===== src/rtl/muldiv_pkg.sv =====
// Shared definitions for the RV32M iterative multiply/divide unit:
// funct3 decodes, the M-extension funct7 and the FSM state encoding.
package muldiv_pkg;

  localparam logic [2:0] F3_MUL    = 3'b000;
  localparam logic [2:0] F3_MULH   = 3'b001;
  localparam logic [2:0] F3_MULHSU = 3'b010;
  localparam logic [2:0] F3_MULHU  = 3'b011;
  localparam logic [2:0] F3_DIV    = 3'b100;
  localparam logic [2:0] F3_DIVU   = 3'b101;
  localparam logic [2:0] F3_REM    = 3'b110;
  localparam logic [2:0] F3_REMU   = 3'b111;

  localparam logic [6:0] M_EXT_FUNCT7 = 7'b0000001;

  typedef enum logic [1:0] {
    MD_IDLE = 2'd0,
    MD_RUN  = 2'd1,
    MD_DONE = 2'd2
  } md_state_e;

  function automatic logic f3_is_div(input logic [2:0] f3);
    return f3[2];
  endfunction

  // rs1 is treated as signed by everything except the fully unsigned ops
  function automatic logic f3_rs1_signed(input logic [2:0] f3);
    return (f3 != F3_MULHU) && (f3 != F3_DIVU) && (f3 != F3_REMU);
  endfunction

  function automatic logic f3_rs2_signed(input logic [2:0] f3);
    return (f3 == F3_MUL) || (f3 == F3_MULH) || (f3 == F3_DIV) || (f3 == F3_REM);
  endfunction

endpackage


===== src/rtl/muldiv_iter_core.sv =====
// Radix-2 iteration datapath: shared hi/lo shift register, one adder-subtractor
// and the iteration counter. Works purely on unsigned magnitudes.
module muldiv_iter_core
  import muldiv_pkg::*;
#(
  parameter int XLEN = 32
) (
  input  logic            clk,
  input  logic            rst,
  input  logic            load_i,
  input  logic            step_i,
  input  logic            is_div_i,
  input  logic [XLEN-1:0] opnd_i,
  input  logic [XLEN-1:0] shift_i,
  output logic [XLEN-1:0] hi_next_o,
  output logic [XLEN-1:0] lo_next_o,
  output logic            last_o
);

  localparam int CW = (XLEN > 1) ? $clog2(XLEN) : 1;
  localparam int AW = XLEN + 2;

  logic [XLEN-1:0] opnd_q;
  logic [XLEN-1:0] hi_q, hi_d;
  logic [XLEN-1:0] lo_q, lo_d;
  logic [CW-1:0]   cnt_q;

  logic [AW-1:0] add_a, add_b, sum;
  logic          add_cin;

  // Multiply adds the multiplicand into hi when lo[0] is set; divide subtracts
  // the divisor from {hi, next dividend bit}. The top bit of sum is the borrow.
  always_comb begin
    add_a   = {2'b00, hi_q};
    add_b   = '0;
    add_cin = 1'b0;
    if (is_div_i) begin
      add_a   = {1'b0, hi_q, lo_q[XLEN-1]};
      add_b   = ~{2'b00, opnd_q};
      add_cin = 1'b1;
    end else if (lo_q[0]) begin
      add_b = {2'b00, opnd_q};
    end
    sum = add_a + add_b + AW'(add_cin);
  end

  always_comb begin
    hi_d = hi_q;
    lo_d = lo_q;
    if (is_div_i) begin
      if (!sum[AW-1]) begin
        hi_d = sum[XLEN-1:0];
        lo_d = {lo_q[XLEN-2:0], 1'b1};
      end else begin
        hi_d = add_a[XLEN-1:0];
        lo_d = {lo_q[XLEN-2:0], 1'b0};
      end
    end else begin
      hi_d = sum[XLEN:1];
      lo_d = {sum[0], lo_q[XLEN-1:1]};
    end
  end

  always_ff @(posedge clk or negedge rst) begin
    if (!rst) begin
      opnd_q <= '0;
      hi_q   <= '0;
      lo_q   <= '0;
      cnt_q  <= '0;
    end else if (load_i) begin
      opnd_q <= opnd_i;
      hi_q   <= '0;
      lo_q   <= shift_i;
      cnt_q  <= '0;
    end else if (step_i) begin
      hi_q  <= hi_d;
      lo_q  <= lo_d;
      cnt_q <= cnt_q + CW'(1);
    end
  end

  // Next-state values let the top capture the result on the final step edge
  assign hi_next_o = hi_d;
  assign lo_next_o = lo_d;
  assign last_o    = (cnt_q == CW'(XLEN - 1));

endmodule


===== src/rtl/ex_muldiv_unit.sv =====
// Execute-stage RV32M multiply/divide unit: FSM, special-case divide handling,
// operand magnitude/sign handling, result sign fix and pipeline stall.
module ex_muldiv_unit
  import muldiv_pkg::*;
#(
  parameter int XLEN = 32
) (
  input  logic            clk,
  input  logic            rst,
  input  logic            start_i,
  input  logic [2:0]      funct3_i,
  input  logic [XLEN-1:0] rs1_val_i,
  input  logic [XLEN-1:0] rs2_val_i,
  input  logic [4:0]      rd_i,
  input  logic            flush_i,
  output logic            stall_o,
  output logic            busy_o,
  output logic            valid_o,
  output logic [XLEN-1:0] result_o,
  output logic [4:0]      rd_o
);

  localparam int DW = 2 * XLEN;
  localparam logic [XLEN-1:0] MIN_NEG = {1'b1, {(XLEN-1){1'b0}}};

  function automatic logic [XLEN-1:0] negate(input logic [XLEN-1:0] v);
    return ~v + XLEN'(1);
  endfunction

  md_state_e state_q, state_d;

  logic [2:0]      funct3_q;
  logic [4:0]      rd_q;
  logic            sign1_q, sign2_q;
  logic [XLEN-1:0] result_q, result_d;
  logic [4:0]      rd_out_q;

  logic            accept, load, step, res_load;
  logic            rs1_neg, rs2_neg;
  logic [XLEN-1:0] mag1, mag2;
  logic            div_by_zero, div_ovf, special;
  logic [XLEN-1:0] special_res, fixed_res;
  logic [XLEN-1:0] core_hi, core_lo;
  logic            core_last;
  logic [DW-1:0]   prod, prod_fix;
  logic [XLEN-1:0] quot, rem;

  // Operand decode for the op sitting in ID/EX
  always_comb begin
    rs1_neg     = f3_rs1_signed(funct3_i) & rs1_val_i[XLEN-1];
    rs2_neg     = f3_rs2_signed(funct3_i) & rs2_val_i[XLEN-1];
    mag1        = rs1_neg ? negate(rs1_val_i) : rs1_val_i;
    mag2        = rs2_neg ? negate(rs2_val_i) : rs2_val_i;
    div_by_zero = f3_is_div(funct3_i) && (rs2_val_i == '0);
    div_ovf     = ((funct3_i == F3_DIV) || (funct3_i == F3_REM)) &&
                  (rs1_val_i == MIN_NEG) && (rs2_val_i == '1);
    special     = div_by_zero || div_ovf;
    // funct3[1] separates REM/REMU from DIV/DIVU
    if (div_by_zero) begin
      special_res = funct3_i[1] ? rs1_val_i : '1;
    end else begin
      special_res = funct3_i[1] ? '0 : MIN_NEG;
    end
  end

  always_comb begin
    prod     = {core_hi, core_lo};
    prod_fix = (sign1_q ^ sign2_q) ? (~prod + DW'(1)) : prod;
    quot     = (sign1_q ^ sign2_q) ? negate(core_lo) : core_lo;
    rem      = sign1_q ? negate(core_hi) : core_hi;
    case (funct3_q)
      F3_MUL:                       fixed_res = prod_fix[XLEN-1:0];
      F3_MULH, F3_MULHSU, F3_MULHU: fixed_res = prod_fix[DW-1:XLEN];
      F3_DIV, F3_DIVU:              fixed_res = quot;
      default:                      fixed_res = rem;
    endcase
  end

  always_ff @(posedge clk or negedge rst) begin
    if (!rst) begin
      state_q <= MD_IDLE;
    end else begin
      state_q <= state_d;
    end
  end

  always_comb begin
    state_d  = state_q;
    accept   = 1'b0;
    load     = 1'b0;
    step     = 1'b0;
    res_load = 1'b0;
    result_d = fixed_res;
    case (state_q)
      MD_IDLE: begin
        if (start_i && !flush_i) begin
          accept = 1'b1;
          load   = 1'b1;
          if (special) begin
            state_d  = MD_DONE;
            res_load = 1'b1;
            result_d = special_res;
          end else begin
            state_d = MD_RUN;
          end
        end
      end
      MD_RUN: begin
        if (flush_i) begin
          state_d = MD_IDLE;
        end else begin
          step = 1'b1;
          if (core_last) begin
            state_d  = MD_DONE;
            res_load = 1'b1;
          end
        end
      end
      default: state_d = MD_IDLE;
    endcase
  end

  always_ff @(posedge clk or negedge rst) begin
    if (!rst) begin
      funct3_q <= '0;
      rd_q     <= '0;
      sign1_q  <= 1'b0;
      sign2_q  <= 1'b0;
      result_q <= '0;
      rd_out_q <= '0;
    end else begin
      if (accept) begin
        funct3_q <= funct3_i;
        rd_q     <= rd_i;
        sign1_q  <= rs1_neg;
        sign2_q  <= rs2_neg;
      end
      if (res_load) begin
        result_q <= result_d;
        rd_out_q <= accept ? rd_i : rd_q;
      end
    end
  end

  muldiv_iter_core #(
    .XLEN(XLEN)
  ) u_core (
    .clk       (clk),
    .rst       (rst),
    .load_i    (load),
    .step_i    (step),
    .is_div_i  (funct3_q[2]),
    .opnd_i    (f3_is_div(funct3_i) ? mag2 : mag1),
    .shift_i   (f3_is_div(funct3_i) ? mag1 : mag2),
    .hi_next_o (core_hi),
    .lo_next_o (core_lo),
    .last_o    (core_last)
  );

  // Gated by reset so a held ID/EX op cannot stall the pipe while in reset
  assign stall_o  = rst & (accept | (state_q == MD_RUN));
  assign busy_o   = (state_q != MD_IDLE);
  assign valid_o  = (state_q == MD_DONE) & ~flush_i;
  assign result_o = result_q;
  assign rd_o     = rd_out_q;

endmodule


===== config.mk =====
export PLATFORM = sky130hd
export DESIGN_NAME = ex_muldiv_unit
export DESIGN_NICKNAME = d
export VERILOG_FILES = /design/src/rtl/muldiv_pkg.sv /design/src/rtl/muldiv_iter_core.sv /design/src/rtl/ex_muldiv_unit.sv
export SDC_FILE = /design/constraint.sdc
export NUM_CORES = 1
export LEC_CHECK = 0
export CAP_MARGIN = 20
export CORE_MARGIN = 1.5
export CORE_UTILIZATION = 30
export CTS_BUF_LIST = sky130_fd_sc_hd__clkbuf_8
export CTS_CLUSTER_DIAMETER = 200
export DETAILED_ROUTE_END_ITERATION = 16
export HOLD_SLACK_MARGIN = 0.02
export PLACE_DENSITY = 0.52
export SETUP_SLACK_MARGIN = 0.1
export SYNTH_ARGS = -nofsm -noshare
export SYNTH_HDL_FRONTEND = slang
export SYNTH_SLANG_ARGS = --single-unit

===== constraint.sdc =====
create_clock -name clk -period 9.5 [get_ports clk]
set_input_delay 2.375 -clock clk [delete_from_list [all_inputs] [get_ports clk]]
set_output_delay 2.375 -clock clk [all_outputs]
set_load 0.01 [all_outputs]

==> results_slide.txt <==
Physical Implementation Snapshot

Clock tree
  • Max Buffers Root-to-Sink: 2
  • Hold buffer count at CTS: 0
  • Post-CTS Resized: 0
  • Post-CTS setup buffer count: 0
  • Register clock-pin slew on the reported worst setup and hold paths: 0.10 ns
  • CTS sink cnt: 150
  • Clock tree root buffer cell: clkbuf_8
  • CTS H-tree depth: 4
  • CTS tree: yes

Global routing
  • Initial antenna violation count: 2
  • GRT Max-Usage Layer: met2
  • GRT overflow: 0
  • M1 GR Usage: 0.338
  • Vias in the first global route: 14,600
  • Largest net degree at the start of global routing: 113
  • Total GRT Usage: 0.242
  • GRT met3 Usage: 0.0404
  • GR Util met2: 0.380
  • First-pass GRT wire length: 92.5 mm

Worst setup path
  • Arrival @ worst endpoint: 7.75 ns
  • R2R Path Start: funct3_q[2]
  • Worst reg-to-reg path cell count: 21
  • Max incr delay on CP: 0.81 ns
  • CP required: 9.90 ns
  • Critical Path Source: funct3_q[2]
  • Startpoint Class: flip-flop
  • FF-to-FF End: result_o[8]
  • Worst-path maximum fanout: 54
  • Crit-path most repeated cell: o21ai_0
  • Worst setup path end: result_o[8]
  • Crit path capture type: flip-flop
  • Crit Path Class: reg -> reg
  • CP max stage cell: inv_2
  • Setup slack, reg-to-reg: 2.15 ns

Routing
  • Final wirelength: 62.2 mm
  • DRT iter0 DRCs: 1,774
  • Routed WL per cell: 23.0 um
  • Via count: 15,700
  • Vias per cell: 5.80
  • TritonRoute pass-1 iters: 6
  • Remaining DRCs: 0

Floorplan
  • Die Ht: 226 um
  • Fp util: 0.305
  • Core area: 49,100 um^2
  • Die x size: 226 um
  • N_taps: 664
  • # rows: 81
  • Io pins: 116
  • Full die area: 51,200 um^2

Synth
  • Synth Area in Adders: 0.0353
  • Post-synth top area cell: dfrtp_1
  • Syn avg cell area: 7.52 um^2
  • Top area contributor share: 0.251
  • Dominant register cell: dfrtp_1
  • Post-Synth AOI/OAI Area: 0.300
  • Asr flop ratio synth: 1.00
  • Synth Warn #: 0
  • Post-synth EDFFs: 0
  • Syn Std Cell Area: 15,000 um^2
  • Post-synth mux share: 0.0515
  • Post-synthesis sequential area ratio: 0.251
  • Simple-Gate Fraction of Synth Area: 0.222
  • Cells after synthesis: 1,990
  • Flops out of synthesis: 150
  • Distinct cells, synth: 103
  • Most common cell in the netlist: nand2_1
  • Ys cells: 1,990
  • Syn_nets: 2,107
  • YS chip area: 15,000 um^2
  • Top cells by count: 294 x nand2_1, 268 x o21ai_0, 153 x nor2_1
  • Top area cell types: dfrtp_1 25%, o21ai_0 9.0%, nand2_1 7.4%, xnor2_1 5.4%, a21oi_1 4.3%

Finish
  • Logic area: 10,500 um^2
  • Reg area: 3760 um^2
  • Bufs w/o clock: 147
  • Clock buffers and inverters, area share: 0.0228
  • Fin area: 17,000 um^2
  • Clock buffers: 17
  • Synth-to-layout area growth: 13.9%
  • Registers: 150
  • Ratio of cells with drive above 1 in the final layout: 0.0826
  • Mi-comb count: 1,672
  • Non-clock buffer share of cell area: 0.0816
  • Fill count: 5,248
  • Most frequent cells in the layout: 294 x nand2_1, 268 x o21ai_0, 152 x nor2_1, 149 x dfrtp_1, 130 x a21oi_1
  • Nets@finish: 2,139
  • Non-clk invs: 34
  • Dominant logic cell type in the layout: nand2_1
  • Flop share of the area: 0.221
  • Logic share of the area: 0.619
  • Antenna Cells: 0

Final timing
  • Slew Viols, Final: 0
  • Hold Fails Final Rpt: 0
  • RSZ-0062 raised after global routing: no
  • Final setup violation count: 0
  • Fmax: 136 MHz
  • Max-slew headroom at the worst pin: 0.316
  • Tmin final: 7.35 ns
  • Setup TNS: 0 ns
  • Post-route clock skew: 0.0226 ns
  • Least-Margin Pin Slew: 1.03 ns
  • Final worst path period share: 0.774

Placed design
  • # port buffers: 115
  • Placed Area: 16,600 um^2
  • Dpl hpwl: 48.5 mm
  • RD Place Congestion: 0.944

Run status
  • Status: complete, no violations

Hold path
  • Hold Path Class: reg -> reg
  • Hold_sp: rd_q[0]
  • Hold Crit Depth: 2

Power and ir drop
  • Max VDD drop: 0.0000994 V
  • Pleak: 0.00645 uW
  • PwrDens: 277 nW/um^2

Flow run
  • Tool Warnings: 30
  • Max-Cap Viols: 0
-- layer usage --
| metal | wire (um) | part of all wire |
|---|---|---|
| met1 | 27900 | 0.45 |
| met4 | 1500 | 0.024 |
| met5 | 10 | 0.00016 |
| met3 | 4730 | 0.076 |
| met2 | 28100 | 0.45 |
-- power breakdown --
| group | switching, uW | leakage, uW | total [uW] | internal (uW) |
|---|---|---|---|---|
| combinational | 2040 | 0.00431 | 3180 | 1140 |
| sequential | 223 | 0.00194 | 1010 | 782 |
| clock | 308 | 0.000199 | 526 | 218 |
| total | 2570 | 0.00645 | 4710 | 2140 |
-- worst max-delay path: cells and delay by family, from the launching register on --
| family | cells | cell delay (ns) |
|---|---|---|
| flops | 1 | 0.70 |
| simple gates | 7 | 1.79 |
| fa+ha+maj | 2 | 0.84 |
| compound gates | 10 | 3.00 |
| buf+inv | 1 | 0.81 |
| xor+xnor | 1 | 0.09 |
-- through the flow --
step / utilization / hold slack [ns] / std cells / setup slack, ns / power (uW)
floorplan: - / 0.436 / 1990 / 1.99 / 3180
global placement: 0.339 / 0.449 / 2665 / 2.55 / 4090
detailed placement: 0.339 / 0.467 / 2666 / 2.49 / 4120
CTS: 0.347 / 0.492 / 2698 / 2.47 / 4660
global route: 0.347 / 0.518 / 2699 / 1.82 / 5030
finish: 0.347 / 0.488 / 2699 / 2.15 / 4710
-- state kept, by name, summed over array words and instances, names as in the netlist --
name           flops
result_o          32
u_core.hi_q       32
u_core.lo_q       32
u_core.opnd_q     32
rd_o               5
rd_q               5
u_core.cnt_q       5
funct3_q           3
state_q            2
sign1_q            1
sign2_q            1
### Selected gate families

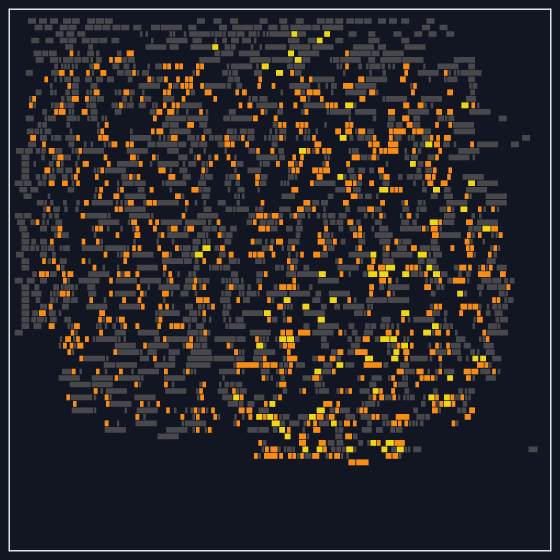
Orange marks aoi and oai cells, cells 621. Yellow marks non-inverting ao/oa cells, cells 76.

### Clock nets

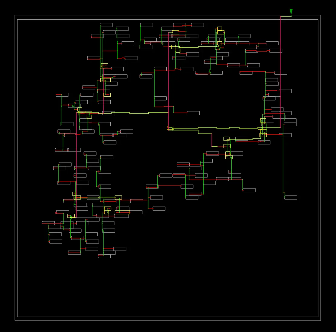
clk latency late pin: 0.51 ns
CTS buffer count: 17

### Clock network drawn from the DEF

The bar under the picture is 50 um long.
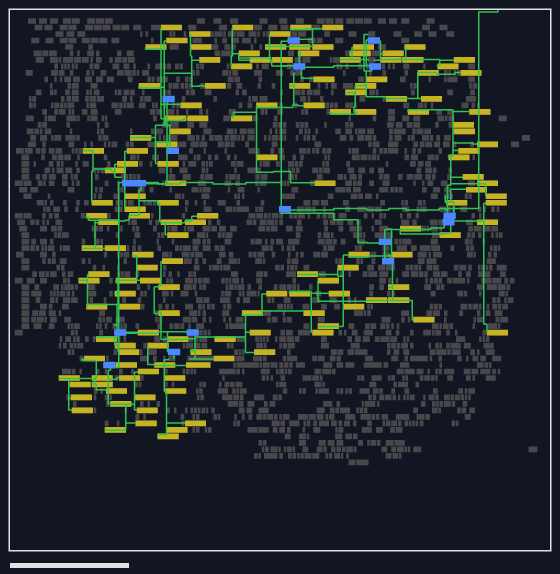
Blue marks clock-net drivers, count 17. Green marks clock wires, length 2,430 um. Yellow marks flip-flops, count 150.
There are 18 routed clock nets.

### Wires at chosen ports, followed through buffers

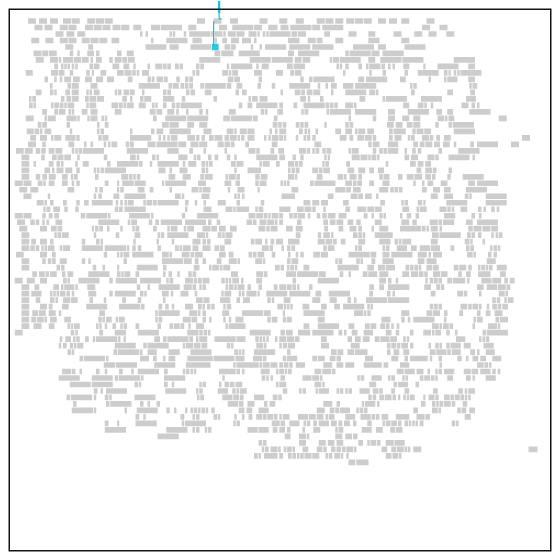
Cyan marks stall_o, bits 1, direction output, end cells 1, wire 14.8 um.

### Routed metal, one colour a layer

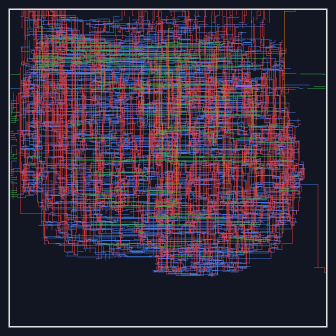
Green marks M3, wire length 4,730 um. Red marks M2, wire length 28.1 mm. Orange marks M4, wire length 1,500 um. Blue marks M1, wire length 27.9 mm. Purple marks M5, wire length 10.1 um.

Power and IR drop assume default switching activity.
